==> config.mk <==
export PLATFORM = sky130hd
export DESIGN_NAME = gate_mac_sequencer
export DESIGN_NICKNAME = d
export VERILOG_FILES = /design/src/rtl/gate_mac_sequencer.sv
export SDC_FILE = /design/constraint.sdc
export NUM_CORES = 1
export LEC_CHECK = 0
export CAP_MARGIN = 5
export CORE_MARGIN = 4
export CORE_UTILIZATION = 41
export DETAILED_ROUTE_END_ITERATION = 7
export GPL_TIMING_DRIVEN = 0
export PLACE_DENSITY = 0.87
export RECOVER_POWER = 25
export SYNTH_ARGS = -nofsm -noshare
export SYNTH_HDL_FRONTEND = slang
export SYNTH_SLANG_ARGS = --single-unit
==> constraint.sdc <==
create_clock -name clk -period 2.7 [get_ports clk]
set_input_delay 0.81 -clock clk [delete_from_list [all_inputs] [get_ports clk]]
set_output_delay 0.81 -clock clk [all_outputs]
set_load 0.02 [all_outputs]
==> src/rtl/gate_mac_sequencer.sv <==
// gate_mac_sequencer: walks hidden units through one shared
// gate datapath, one operand fetch and one result handoff per unit.
module gate_mac_sequencer #(
  parameter int DATA_WIDTH = 8,
  parameter int MAX_UNITS  = 16,
  parameter int ADDR_WIDTH = 4
) (
  input  logic                  clk,
  input  logic                  rst,
  input  logic                  start,
  input  logic [ADDR_WIDTH:0]   num_units,
  output logic                  busy,
  output logic                  done,
  output logic                  mem_en,
  output logic [ADDR_WIDTH-1:0] mem_addr,
  input  logic [DATA_WIDTH-1:0] mem_x,
  input  logic [DATA_WIDTH-1:0] mem_h,
  input  logic [DATA_WIDTH-1:0] mem_w0,
  input  logic [DATA_WIDTH-1:0] mem_w1,
  input  logic [DATA_WIDTH-1:0] mem_b,
  output logic [DATA_WIDTH-1:0] dp_x,
  output logic [DATA_WIDTH-1:0] dp_h,
  output logic [DATA_WIDTH-1:0] dp_w0,
  output logic [DATA_WIDTH-1:0] dp_w1,
  output logic [DATA_WIDTH-1:0] dp_b,
  input  logic [DATA_WIDTH-1:0] dp_out,
  output logic                  res_valid,
  input  logic                  res_ready,
  output logic [ADDR_WIDTH-1:0] res_idx,
  output logic [DATA_WIDTH-1:0] res_data
);

  typedef enum logic [2:0] {
    IDLE,
    FETCH,
    LOAD,
    EXEC,
    WRITE,
    DONE
  } state_t;

  localparam logic [ADDR_WIDTH:0] MAX_LEN =
    (ADDR_WIDTH+1)'(MAX_UNITS);

  state_t                state;
  state_t                state_nx;
  logic [ADDR_WIDTH-1:0] idx;
  logic [ADDR_WIDTH-1:0] idx_nx;
  logic [ADDR_WIDTH:0]   len;
  logic [ADDR_WIDTH:0]   len_nx;
  logic [ADDR_WIDTH:0]   req_len;
  logic                  last;

  // Oversized requests run the full unit count rather than wrapping.
  assign req_len = (num_units > MAX_LEN) ? MAX_LEN : num_units;
  assign last    = ({1'b0, idx} == (len - 1'b1));
  assign mem_addr = idx;

  always_ff @(posedge clk) begin
    if (rst) begin
      state <= IDLE;
      idx   <= '0;
      len   <= '0;
    end else begin
      state <= state_nx;
      idx   <= idx_nx;
      len   <= len_nx;
    end
  end

  always_comb begin
    state_nx = state;
    idx_nx   = idx;
    len_nx   = len;
    unique case (state)
      IDLE: begin
        if (start) begin
          if (num_units == '0) begin
            state_nx = DONE;
          end else begin
            len_nx   = req_len;
            idx_nx   = '0;
            state_nx = FETCH;
          end
        end
      end
      FETCH: state_nx = LOAD;
      LOAD:  state_nx = EXEC;
      EXEC:  state_nx = WRITE;
      WRITE: begin
        if (res_ready) begin
          if (last) begin
            state_nx = DONE;
          end else begin
            idx_nx   = idx + 1'b1;
            state_nx = FETCH;
          end
        end
      end
      DONE:    state_nx = IDLE;
      default: state_nx = IDLE;
    endcase
  end

  always_comb begin
    busy      = 1'b1;
    done      = 1'b0;
    mem_en    = 1'b0;
    res_valid = 1'b0;
    unique case (1'b1)
      (state == IDLE):  busy      = 1'b0;
      (state == FETCH): mem_en    = 1'b1;
      (state == WRITE): res_valid = 1'b1;
      (state == DONE):  done      = 1'b1;
      default: ;
    endcase
  end

  // Operands are only written in LOAD so they hold between units.
  always_ff @(posedge clk) begin
    if (rst) begin
      dp_x     <= '0;
      dp_h     <= '0;
      dp_w0    <= '0;
      dp_w1    <= '0;
      dp_b     <= '0;
      res_data <= '0;
      res_idx  <= '0;
    end else begin
      if (state == LOAD) begin
        dp_x  <= mem_x;
        dp_h  <= mem_h;
        dp_w0 <= mem_w0;
        dp_w1 <= mem_w1;
        dp_b  <= mem_b;
      end
      if (state == EXEC) begin
        res_data <= dp_out;
        res_idx  <= idx;
      end
    end
  end

endmodule

**Run 1: register map, names as in the netlist**

Drawn at 4 px/um. Other sequential cells in the stronger grey, the rest of the logic in the fainter grey.
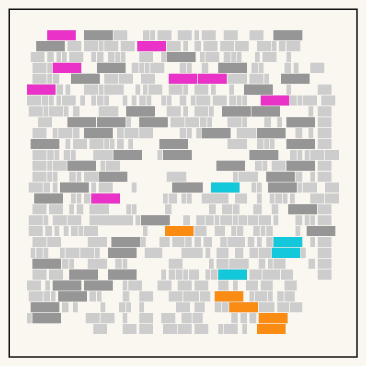
| colour | netlist name | placed flops |
|---|---|---|
| magenta | dp_w1 | 8 |
| orange | len | 5 |
| cyan | mem_addr | 4 |
not coloured: 47

**Run 1: logic cells by family**

Drawn at 6 px/um.
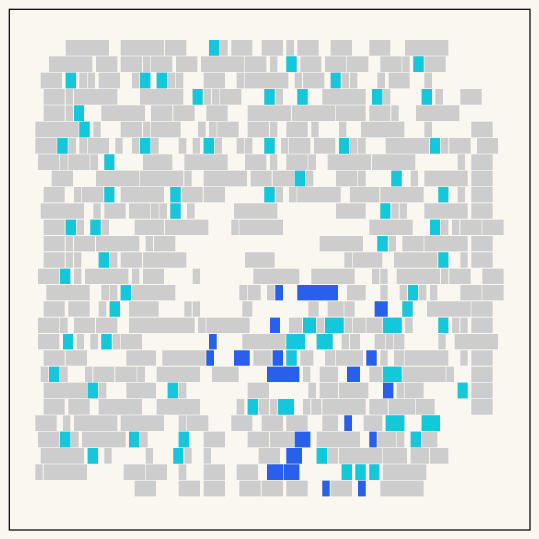
| colour | family | cells | most used |
|---|---|---|---|
| cyan | aoi and oai cells | 68 | a21oi_1 |
| blue | nor cells | 20 | nor2_1 |

**Run 1: cell area per tile**

Drawn at 3 px/um. 9 x 9 tiles, from dark purple (low) to yellow (high), 0 to 100% covered.
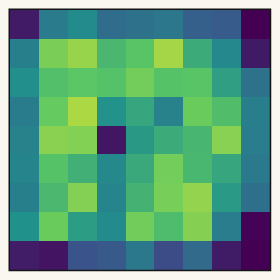
mean over tiles: 52%
nearly empty tiles: 3.7%
tiles over 75% full: 21%

**Run 1: clock nets**

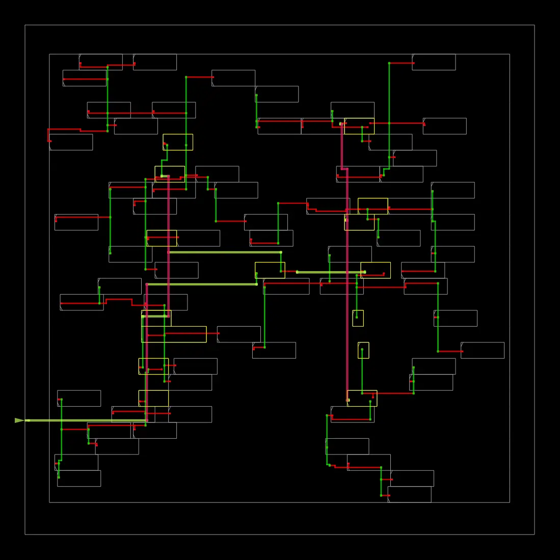
Worst Clk Skew: 0.00894 ns
Inserted Clock Buffers: 9
Latency at later pin: 0.32 ns
Num Clock Sinks: 64

[run 1: critical path, cell delays in order, from the launching register on]
cell and delay, ns:
dfxtp_1 0.30, clkbuf_2 0.18, nor3b_4 0.32, clkdlybuf4s50_1 0.66
[run 1: worst paths after layout]
path                         startpoint  slack, ns                       end  cells past startpoint
setup / recovery  state[1]$_SDFFE_PP0P_       0.10                 res_valid                      3
setup reg to reg    len[0]$_SDFFE_PP0P_       0.75  mem_addr[3]$_SDFFE_PP0P_                      7
hold / removal     dp_x[2]$_SDFFE_PP0P_       0.45      dp_x[2]$_SDFFE_PP0P_                      2
hold reg to reg    dp_x[2]$_SDFFE_PP0P_       0.45      dp_x[2]$_SDFFE_PP0P_                      2
[run 1: stage by stage]
stage | setup WS [ns] | hold slack (ns) | utilization | power, mW | TNS [ns]
4_1_cts | 0.0391 | 0.457 | 0.670 | 2.25 | 0
6_report | 0.102 | 0.453 | 0.671 | 2.23 | 0
3_3_place_gp | 0.0757 | 0.440 | 0.636 | 1.40 | 0
3_5_place_dp | 0.0742 | 0.447 | 0.636 | 1.42 | 0
5_1_grt | -0.0219 | 0.473 | 0.671 | 2.34 | -0.0219
2_1_floorplan | 0.566 | 0.462 | - | 1.21 | 0
[run 1: layer usage]
metal / share of wire / GRT usage
met5: 0 / 0
met4: 0.021 / 0.0807
met3: 0.079 / 0.0637
met2: 0.49 / 0.330
met1: 0.41 / 0.222
[run 1: final cells by class]
cell class / instances / area, um2
fill: 515 / 1960
sequential: 64 / 1280
timing repair buffer: 116 / 1160
multi-input combinational: 227 / 1140
clock buffer: 12 / 165
tap: 75 / 93.8
buffer: 22 / 86.3
clock inverter: 3 / 40.0
inverter: 6 / 22.5
[run 1: where the power goes]
group	internal (mW)	switching (mW)	total [mW]
combinational	0.185	0.191	0.376
clock	0.494	0.342	0.836
sequential	0.987	0.0269	1.01
[run 1: flip-flops by register name, indices dropped and copies added (netlist names)]
register and flops:
dp_x 8, dp_b 8, dp_h 8, res_data 8, state 3, dp_w0 8, mem_addr 4, len 5
dp_w1 8, res_idx 4
[run 1: cells in the final DEF (no fill, tap or decap), types with 2 or more instances in the layout]
cell type and n:
a21oi_1 59, and3b_1 2, buf_2 2, clkbuf_1 19, clkbuf_8 12, clkdlybuf4s50_1 99, clkinv_2 2, dfxtp_1 63
dlygate4sd3_1 16, ha_1 2, inv_1 6, nand2_1 109, nand2b_1 2, nand3_1 6, nand3b_1 3, nand4b_1 4
nor2_1 7, nor3_1 4, nor3b_1 5, o311ai_1 2, o32ai_1 2, xor2_1 4
[run 1: cells by family after synthesis]
logic type	Yosys count	synth area share
simple gates	151	0.272
compound gates	69	0.150
fa+ha+maj	2	0.00989
buf+inv	29	0.0440
flops	64	0.506
xor+xnor	5	0.0173
[run 1: repair_timing]
item / CTS / global route
hold buffers: 0 / 0
gates resized: 1 / 4
setup endpoints to repair: 2 / 3
==> flow_summary.json, run 1 <==
{
  "status": "finished, final reports clean",
  "finalCritPeriodShare": 0.962,
  "ctsHtreeMaxLevel": 3,
  "root_buffer": "clkbuf_8",
  "num_antenna_cells": 0,
  "grt_pass1_vias": 2465,
  "synth_flops": 64,
  "grt_usage": 0.194,
  "max_freq_ghz": 0.385,
  "wirelength_mm": 7.20,
  "syn_area_per_cell_um2": 7.91,
  "ys_types": 34,
  "fin_area_um2": 4000,
  "ys_seq_share": 0.506,
  "area_growth_pct": 58.0,
  "cts_tree": "done",
  "grt_max_degree": 12,
  "final-max-slew-violation-count": 0,
  "critPathLaunchType": "flip-flop",
  "core_um2": 5960,
  "worst_pin_slew_ns": 0.635,
  "ys_cells": 320,
  "hold_viol": 0,
  "period_minus_slack_ns": 2.60,
  "ant_nets": 0,
  "top_cell_area_share": 0.506,
  "synthCells": 320,
  "die_x_um": 86.6,
  "p_leak_nw": 1.46,
  "row_count": 28,
  "num_vias": 2619,
  "routed_wire_length_per_instance_um": 13.7,
  "relSlewSlack": 0.576,
  "synth.most_common_cell": "nand2_1",
  "max-cap-violations": 0,
  "cp.arrival_ns": 1.79,
  "hold_path_class": "flip-flop to flip-flop",
  "clockBufferDepth": 2,
  "cp.required_ns": 1.89,
  "post-cts-setup-buffer-count": 0
}
## Run 2: what changed since run 1
--- a/config.mk
+++ b/config.mk
@@ -9,6 +9,7 @@
 export CORE_MARGIN = 4
 export CORE_UTILIZATION = 41
 export DETAILED_ROUTE_END_ITERATION = 7
+export GPL_ROUTABILITY_DRIVEN = 0
 export GPL_TIMING_DRIVEN = 0
 export PLACE_DENSITY = 0.87
 export RECOVER_POWER = 25
**Run 2: I/O nets highlighted**

Drawn at 4 px/um.
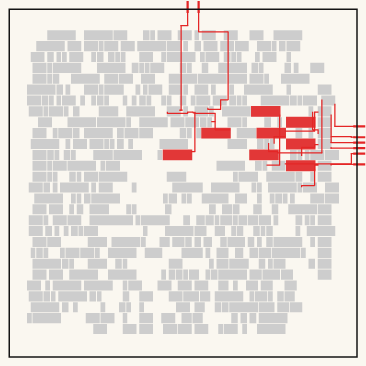
| colour | port | bits | direction | edge | end cells | buffers | wire |
|---|---|---|---|---|---|---|---|
| red | res_data | 8 | output | 6 right, 2 top | 8 | 8 | 243 um |

==> run 2 against run 1 <==
Compared with the run above:
- critical path type unchanged
- maximum frequency did not move
- global-route usage is the same
- total power unchanged
- critical endpoint unchanged
- combinational power about the same
- design area unchanged
- largest cell class unchanged
- sequential power barely moved
- hold slack stayed put
- critical path depth is the same
- first-iteration DRC count unchanged
- clock skew unchanged
- routed wire length unchanged
- synthesized area unchanged
==> flow_summary.json, run 2 <==
{
  "status": "finished, final reports clean",
  "layout_top_cell": "nand2_1",
  "grt_usage": 0.194,
  "num_antenna_cells": 0,
  "routed_wire_length_per_instance_um": 13.7,
  "fillers": 515,
  "max-cap-violations": 0,
  "p_leak_nw": 1.46,
  "area_growth_pct": 58.0,
  "clockBufferDepth": 2,
  "hold_path_class": "flip-flop to flip-flop",
  "period_minus_slack_ns": 2.60,
  "synth-xor-area-share": 0.0173,
  "reg2reg_from": "len[0]$_SDFFE_PP0P_",
  "num_vias": 2619,
  "compound_area_frac": 0.150,
  "holdPathStages": 2,
  "mux_area_frac": 0,
  "cp.required_ns": 1.89,
  "ys_cells": 320,
  "ys_seq_share": 0.506,
  "cts_num_sinks": 64,
  "hp-start": "dp_x[2]$_SDFFE_PP0P_",
  "mostFrequentLayoutCells": "nand2_1, clkdlybuf4s50_1, dfxtp_1, a21oi_1, clkbuf_1",
  "ant_nets": 0,
  "worstRegToRegCells": 7,
  "row_count": 28,
  "rr_endpoint": "mem_addr[3]$_SDFFE_PP0P_",
  "clkLatencyLatePin_ns": 0.32,
  "tns_ns": 0,
  "root_buffer": "clkbuf_8",
  "hold_end": "dp_x[2]$_SDFFE_PP0P_",
  "post-cts-setup-buffer-count": 0,
  "synth_flops": 64,
  "synth.most_common_cell": "nand2_1",
  "syn_area_per_cell_um2": 7.91,
  "critPathLaunchType": "flip-flop"
}
**Run 2: clock nets**

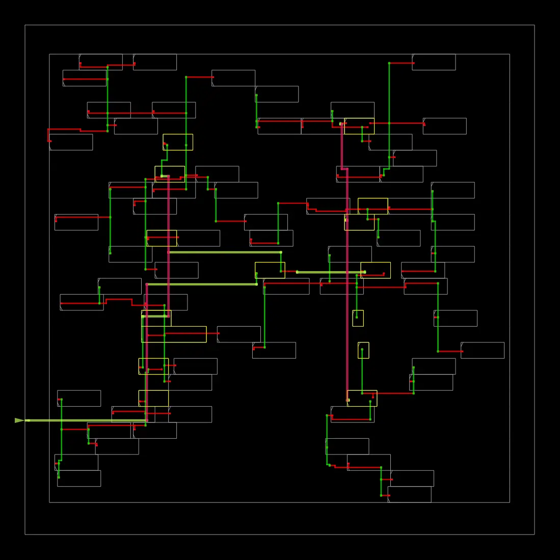
clk_buf instances: 12
flip-flop and latch count: 64
Clock group: 0.836 mW

[run 2: cell families (layout without fill, tap and decap cells)]
family                     after synthesis  count (layout)
and+or+nand+nor                        151             151
AOI/OAI and AO/OA                       69              69
DFF                                     64              64
buffers and inverters                   29             159
xor gates and xnor gates                 5               5
adders and majority gates                2               2
[run 2: worst max path at each step]
| stage | startpoint | endpoint | slack (ns) | depth (start not counted) |
|---|---|---|---|---|
| after floorplan | num_units[1] | state[2]$_SDFFE_PP0P_ | 0.57 | 5 |
| after global placement | num_units[1] | state[2]$_SDFFE_PP0P_ | 0.08 | 6 |
| after detailed placement | num_units[1] | state[2]$_SDFFE_PP0P_ | 0.07 | 6 |
| after CTS | state[1]$_SDFFE_PP0P_ | res_valid | 0.04 | 3 |
| after global routing | state[2]$_SDFFE_PP0P_ | busy | -0.02 | 4 |
| final | state[1]$_SDFFE_PP0P_ | res_valid | 0.10 | 3 |
[run 2: worst max-delay path, cell delays in order (launching register included)]
cell and delay, ns:
dfxtp_1 0.30, clkbuf_2 0.18, nor3b_4 0.32, clkdlybuf4s50_1 0.66
[run 2: cell type report]
cell class / instances / area (um2) / area share
clock buffer: 12 / 165 / 0.0413
multi-input combinational: 227 / 1140 / 0.286
tap: 75 / 93.8 / 0.0235
inverter: 6 / 22.5 / 0.00563
sequential: 64 / 1280 / 0.321
timing repair buffer: 116 / 1160 / 0.291
clock inverter: 3 / 40.0 / 0.0100
buffer: 22 / 86.3 / 0.0216
[run 2: report_power, final]
part	switching, mW	leakage [nW]	internal [mW]
registers	0.0269	0.519	0.987
clock network	0.342	0.108	0.494
logic	0.191	0.836	0.185
total	0.560	1.46	1.67
[run 2: through the flow]
stage	instance area, um2	util	setup slack (ns)	power (mW)
detailed placement	3780	0.636	0.0742	1.42
global placement	3780	0.636	0.0757	1.40
floorplan	2530	-	0.566	1.21
CTS	3990	0.670	0.0391	2.25
finish	4000	0.671	0.102	2.23
global route	4000	0.671	-0.0219	2.34
[run 2: repair_timing]
item | in CTS | in global routing
resized | 1 | 4
setup endpoints to repair | 2 | 3
endpoints found under the hold margin | 0 | 0
[run 2: routing by layer]
layer	track usage	vias to the layer above	part of all wire
li1	-	1329	-
met5	0	-	0
met4	0.0807	0	0.021
met2	0.330	86	0.49
met3	0.0637	15	0.079
met1	0.222	1189	0.41
Power and IR drop assume default switching activity.
